**Wire density map**

The die is cut into 12 by 12 equal tiles; dark purple is low, yellow is high, scaled to the fullest tile. Values are wire area over tile area, all layers added.
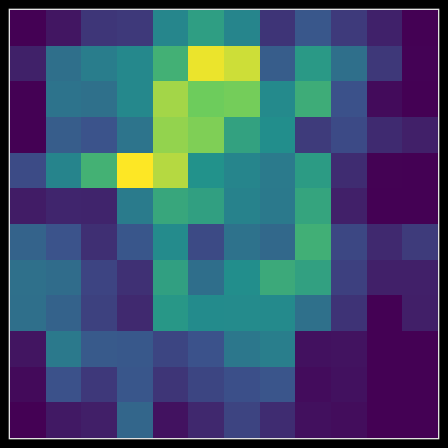
**Clock nets**

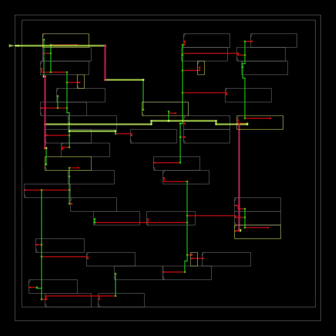
**Signal wires by layer**

Only two layers are drawn.
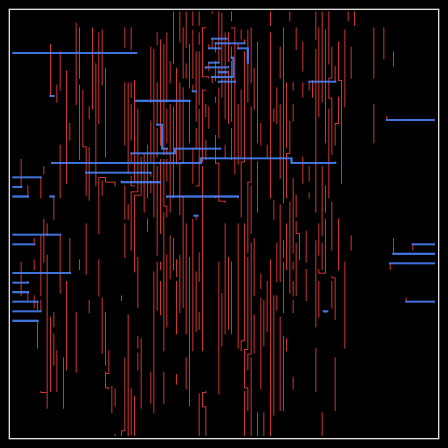
**Local utilization**

The bar under the picture is 20 µm long. The die is cut into 6 by 6 equal tiles; dark purple is low, yellow is high, 0 to 100% covered.
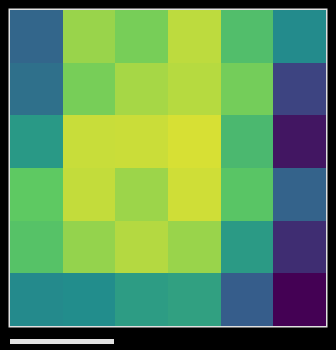
## config.mk

```make
export PLATFORM = sky130hd
export DESIGN_NAME = agc_a2_timer
export DESIGN_NICKNAME = d
export VERILOG_FILES = /design/src/rtl/agc_a2_timer.sv
export SDC_FILE = /design/constraint.sdc
export NUM_CORES = 1
export LEC_CHECK = 0
export ABC_AREA = 1
export CORE_UTILIZATION = 41
export CTS_BUF_LIST = sky130_fd_sc_hd__clkbuf_16
export CTS_CLUSTER_SIZE = 30
export DETAILED_ROUTE_END_ITERATION = 10
export PLACE_DENSITY = 0.74
export SETUP_SLACK_MARGIN = 0.05
export SYNTH_ARGS = -nofsm -noshare
export SYNTH_HDL_FRONTEND = slang
export SYNTH_SLANG_ARGS = --single-unit
export TNS_END_PERCENT = 5
```

## constraint.sdc

```tcl
create_clock -name SIM_CLK -period 1 [get_ports SIM_CLK]
set_input_delay 0.2 -clock SIM_CLK [delete_from_list [all_inputs] [get_ports SIM_CLK]]
set_output_delay 0.2 -clock SIM_CLK [all_outputs]
set_load 0.02 [all_outputs]
```

## src/rtl/agc_a2_timer.sv

```systemverilog
`default_nettype none
// ============================================================================
// agc_a2_timer : AGC A2 timing generator (phases, strobes, MCT ring, scaler)
// Rev 1.0
// ============================================================================
module agc_a2_timer (
  input  logic CLOCK,
  input  logic STOP,
  output logic CLK,
  output logic PHS2,
  output logic PHS2_,
  output logic PHS4,
  output logic PHS4_,
  output logic CT,
  output logic CT_,
  output logic RT,
  output logic WT,
  output logic WT_,
  output logic TT_,
  output logic OVFSTB_,
  output logic MONWT,
  output logic Q2A,
  output logic RINGA_,
  output logic RINGB_,
  output logic ODDSET_,
  output logic EVNSET,
  output logic EVNSET_,
  output logic P01,
  output logic P02,
  output logic P03,
  output logic P04,
  output logic P05,
  output logic P01_,
  output logic P02_,
  output logic P03_,
  output logic P04_,
  output logic P05_,
  output logic F01A,
  output logic F01B,
  output logic F01C,
  output logic F01D,
  output logic FS01,
  output logic FS01_,
  output logic SB0,
  output logic SB1,
  output logic SB2,
  output logic SB4,
  output logic EDSET,
  input  logic SIM_CLK,
  input  logic RESET
);

  localparam logic [3:0] C_T_LAST = 4'd11;
  localparam logic [4:0] C_P_LAST = 5'd31;

  logic       r_rst_meta, r_rst_sync;
  logic       r_clk_s1, r_clk_s2, r_clk_s3;
  logic       r_stop_s1, r_stop_s2;
  logic [1:0] r_ph;
  logic [3:0] r_t;
  logic [4:0] r_p;
  logic       r_fs;
  logic       r_ct, r_phs2, r_wt, r_phs4, r_q2a;
  logic       r_sb0, r_sb1, r_sb4;
  logic       r_evnset, r_ringa_n, r_ringb_n, r_edset;
  logic       r_f01a, r_f01b, r_f01c, r_f01d;

  logic       w_adv, w_tp, w_ph3_nx;
  logic [1:0] w_ph_nx;
  logic [3:0] w_t_nx;
  logic [4:0] w_p_nx;
  logic       w_fs_nx;

  // Reset asserts immediately, releases two SIM_CLK edges later.
  always_ff @(posedge SIM_CLK or posedge RESET) begin
    if (RESET) begin
      r_rst_meta <= 1'b1;
      r_rst_sync <= 1'b1;
    end else begin
      r_rst_meta <= 1'b0;
      r_rst_sync <= r_rst_meta;
    end
  end

  // A counted edge is a change of synchronized CLOCK with synchronized STOP low.
  assign w_adv    = (r_clk_s2 ^ r_clk_s3) & ~r_stop_s2;
  assign w_tp     = w_adv & (r_ph == 2'd3);
  assign w_ph_nx  = w_adv ? r_ph + 2'd1 : r_ph;
  assign w_t_nx   = w_tp ? ((r_t == C_T_LAST) ? 4'd0 : r_t + 4'd1) : r_t;
  assign w_p_nx   = w_tp ? r_p + 5'd1 : r_p;
  assign w_fs_nx  = (w_tp && (r_p == C_P_LAST)) ? ~r_fs : r_fs;
  assign w_ph3_nx = (w_ph_nx == 2'd3);

  always_ff @(posedge SIM_CLK or posedge r_rst_sync) begin
    if (r_rst_sync) begin
      r_clk_s1  <= 1'b0;
      r_clk_s2  <= 1'b0;
      r_clk_s3  <= 1'b0;
      r_stop_s1 <= 1'b0;
      r_stop_s2 <= 1'b0;
      r_ph      <= 2'd0;
      r_t       <= 4'd0;
      r_p       <= 5'd0;
      r_fs      <= 1'b0;
      r_ct      <= 1'b1;
      r_phs2    <= 1'b0;
      r_wt      <= 1'b0;
      r_phs4    <= 1'b0;
      r_q2a     <= 1'b0;
      r_sb0     <= 1'b1;
      r_sb1     <= 1'b0;
      r_sb4     <= 1'b1;
      r_evnset  <= 1'b0;
      r_ringa_n <= 1'b1;
      r_ringb_n <= 1'b1;
      r_edset   <= 1'b0;
      r_f01a    <= 1'b0;
      r_f01b    <= 1'b1;
      r_f01c    <= 1'b0;
      r_f01d    <= 1'b0;
    end else begin
      r_clk_s1  <= CLOCK;
      r_clk_s2  <= r_clk_s1;
      r_clk_s3  <= r_clk_s2;
      r_stop_s1 <= STOP;
      r_stop_s2 <= r_stop_s1;
      r_ph      <= w_ph_nx;
      r_t       <= w_t_nx;
      r_p       <= w_p_nx;
      r_fs      <= w_fs_nx;
      // Decodes are taken from next state so they land with the counters.
      r_ct      <= (w_ph_nx == 2'd0);
      r_phs2    <= (w_ph_nx == 2'd1);
      r_wt      <= (w_ph_nx == 2'd2);
      r_phs4    <= w_ph3_nx;
      r_q2a     <= w_ph_nx[1];
      r_sb0     <= ~w_ph_nx[1];
      r_sb1     <= w_ph_nx[1] ^ w_ph_nx[0];
      r_sb4     <= ~(w_ph_nx[1] ^ w_ph_nx[0]);
      r_evnset  <= w_t_nx[0];
      r_ringa_n <= ~(w_ph3_nx & ~w_t_nx[0]);
      r_ringb_n <= ~(w_ph3_nx & w_t_nx[0]);
      r_edset   <= w_ph3_nx & (w_t_nx == C_T_LAST);
      r_f01a    <= (w_p_nx == 5'd0) & w_fs_nx;
      r_f01b    <= (w_p_nx == 5'd0) & ~w_fs_nx;
      r_f01c    <= (w_p_nx == 5'd16) & w_fs_nx;
      r_f01d    <= (w_p_nx == 5'd16) & ~w_fs_nx;
    end
  end

  assign CLK     = r_clk_s2;
  assign CT      = r_ct;
  assign CT_     = ~r_ct;
  assign PHS2    = r_phs2;
  assign PHS2_   = ~r_phs2;
  assign RT      = r_phs2;
  assign WT      = r_wt;
  assign WT_     = ~r_wt;
  assign MONWT   = r_wt;
  assign PHS4    = r_phs4;
  assign PHS4_   = ~r_phs4;
  assign TT_     = ~r_phs4;
  assign OVFSTB_ = ~r_phs4;
  assign Q2A     = r_q2a;
  assign SB0     = r_sb0;
  assign SB1     = r_sb1;
  assign SB2     = r_q2a;
  assign SB4     = r_sb4;
  assign EVNSET  = r_evnset;
  assign EVNSET_ = ~r_evnset;
  assign ODDSET_ = r_evnset;
  assign RINGA_  = r_ringa_n;
  assign RINGB_  = r_ringb_n;
  assign EDSET   = r_edset;
  assign {P05, P04, P03, P02, P01}      = r_p;
  assign {P05_, P04_, P03_, P02_, P01_} = ~r_p;
  assign FS01    = r_fs;
  assign FS01_   = ~r_fs;
  assign F01A    = r_f01a;
  assign F01B    = r_f01b;
  assign F01C    = r_f01c;
  assign F01D    = r_f01d;

endmodule
`default_nettype wire

```

==> results_dict.tcl <==
# implementation run metrics
set metrics [dict create \
    comb_area_um2 559 \
    postSynthAreaPerCell_um2 9.79 \
    use_met2_pct 37.0 \
    grt.busiest_layer "met2" \
    buf_share_pct 28.4 \
    grt_start_max_net_pins 32 \
    synthArstFlopShare_pct 100 \
    dp.final_hpwl_mm 2.24 \
    failed_checks "setup timing" \
    status "finished with violations" \
    boundaryPins 44 \
    gp_congestion 0.758 \
    cts.sinks 33 \
    holdWs_ns 0.244 \
    final_nets 237 \
    ys_seq_share_pct 58.9 \
    met1_length_mm 1.50 \
    ys_sh_simple_pct 17.8 \
    fin_skew_ns 0.00478 \
    crit_family "simple AND/OR/NAND/NOR gates" \
    clkTransAtPathRegs_ns 0.05 \
    syn2layout_area_growth_pct 69.2 \
    p_total_uw 7950 \
    synth-xor-area-share_pct 2.38 \
    drv_slew 0 \
    ys_cells 145 \
    netlist_area_um2 1420 \
    top_cells_by_count "inv_1 (31), nand2_1 (30), dfrtp_1 (25), nor2_1 (14)" \
    buffers 78 \
    adder_share_pct 7.05 \
    synthFlopType "dfrtp_1" \
    wl_per_cell_um 14.2 \
    diodes 0 \
    die-area_um2 3700 \
    crit_path_start_kind "register" \
    cp_cell_sequence "nand2_4 > nand2_4 > nor2_4 > inv_2 > o21ai_2 > ha_2 > inv_2 > nor2_4 > nand2_1 > nor2_1" \
    io_buffers 43 \
    met3_usage_pct 6.61 \
    final_util_pct 72.0 \
    power.leakage_uw 0.00122 \
    final_layout_top_logic_cells "buf_4 (32), buf_6 (29), inv_1 (22), nand2_1 (22), dfrtp_1 (20)" \
    dieHeight_um 60.9 \
    yosys.area_share.aoi_pct 2.03 \
    max_cap_viol_count 0 \
    routed_via_density 4.65 \
    largest_register_ffs 5 \
    synth_chip_area_um2 1420 \
    r2r_end "EDSET$_DFF_PP0_" \
    clk_share_pct 5.68 \
    rsz0062_at_grt "true" \
    crit_arrival_ns 1.77 \
    sh_comb_area_pct 23.3 \
    regMostFlops "r_p" \
    drtIter0Drc 56 \
    ys_sh_mux_pct 0 \
    wl_mm 3.86 \
    hold_buffers 0 \
    min_period_ns 1.56 \
    seq_share_pct 35.1 \
    inverters 32 \
    slowest_stage "dfrtp_2" \
    htreeDepth 2 \
    cts_root_buf "clkbuf_16" \
    layout_setup_ws_ns -0.561 \
    power.density_nw_per_um2 3310 \
    hold_viol_final 0 \
    synth-edff-count 0 \
    worstSetupPathDepth 10 \
    yosys.area.top_type "dfrtp_1" \
    setup_viol 61 \
    dr.max_layer_used "met4" \
    crit_fanout 3 \
    r2r_cells 10 \
    nFillCells 236 \
    fp_util_pct 42.6 \
    ys_top_logic_family "simple AND/OR/NAND/NOR gates" \
    top_regs "r_p: 5 flops, r_t: 4 flops, r_ph: 2 flops" \
    r2r-start "r_clk_s3$_DFF_PP0_" \
    antenna_found_initial 0 \
    critPathKind "register to register" \
    netlist.area_leader.share_pct 44.1 \
    netlist_instances 145 \
    placed_area_um2 2130 \
    syn_nets 157 \
    timing.critical_path.from "r_clk_s3$_DFF_PP0_" \
    clk_latency_ns 0.28 \
    met1_usage_pct 23.7 \
    wl_met2_mm 2.08 \
    topCellsByArea "dfrtp_1 (44%), dfstp_2 (15%), inv_1 (8.2%)" \
    cts_inserted_buffers 5 \
    drtPass1Iterations 4 \
    overflow 0 \
    vias 1266 \
    yosys_warnings 0 \
    grt_use_total_pct 20.9 \
    yosys.cell_count.top_type "inv_1" \
    synth_cell_types 22 \
    drc 0 \
]
Back to the opening pictures, 'wire density map':
13% of the tiles are nearly empty. 17% of the tiles are over half the peak. The emptiest ninth of the die: lower right.

Back to the opening pictures, 'clock nets':
sequential cell count: 33
CLK BUF: 5

Back to the opening pictures, 'signal wires by layer':
Key: red = M2 [wire length 2080 µm]; blue = M3 [wire length 205 µm]

Back to the opening pictures, 'local utilization':
47% of the tiles are over 75% full. The emptiest ninth of the die: lower right. 2.8% of the tiles are nearly empty. The mean over all tiles is 63%. The fullest tile reaches 94%.

## timing repair
item                       CTS  global route
buffers inserted             3             4
pin swaps                    8             5
setup endpoints to repair   66            66
gates resized              232            22
gates cloned                 0             1
## per-stage QoR
step | setup WS [ns] | instances | TNS, ns
floorplan | -0.569 | 145 | -9.69
global placement | -0.478 | 257 | -16.97
detailed placement | -0.544 | 257 | -18.94
CTS | -0.498 | 267 | -11.77
global route | -0.640 | 272 | -15.51
finish | -0.561 | 272 | -13.43
## power by group
part           switching, µW  internal (µW)  leakage [µW]  total, µW
Sequential               317           1830      0.000394       2140
Clock                    523            893     0.0000738       1420
Combinational           2340           2050      0.000756       4390
Total                   3180           4770       0.00122       7950
Power is estimated from default activity; no workload was simulated.
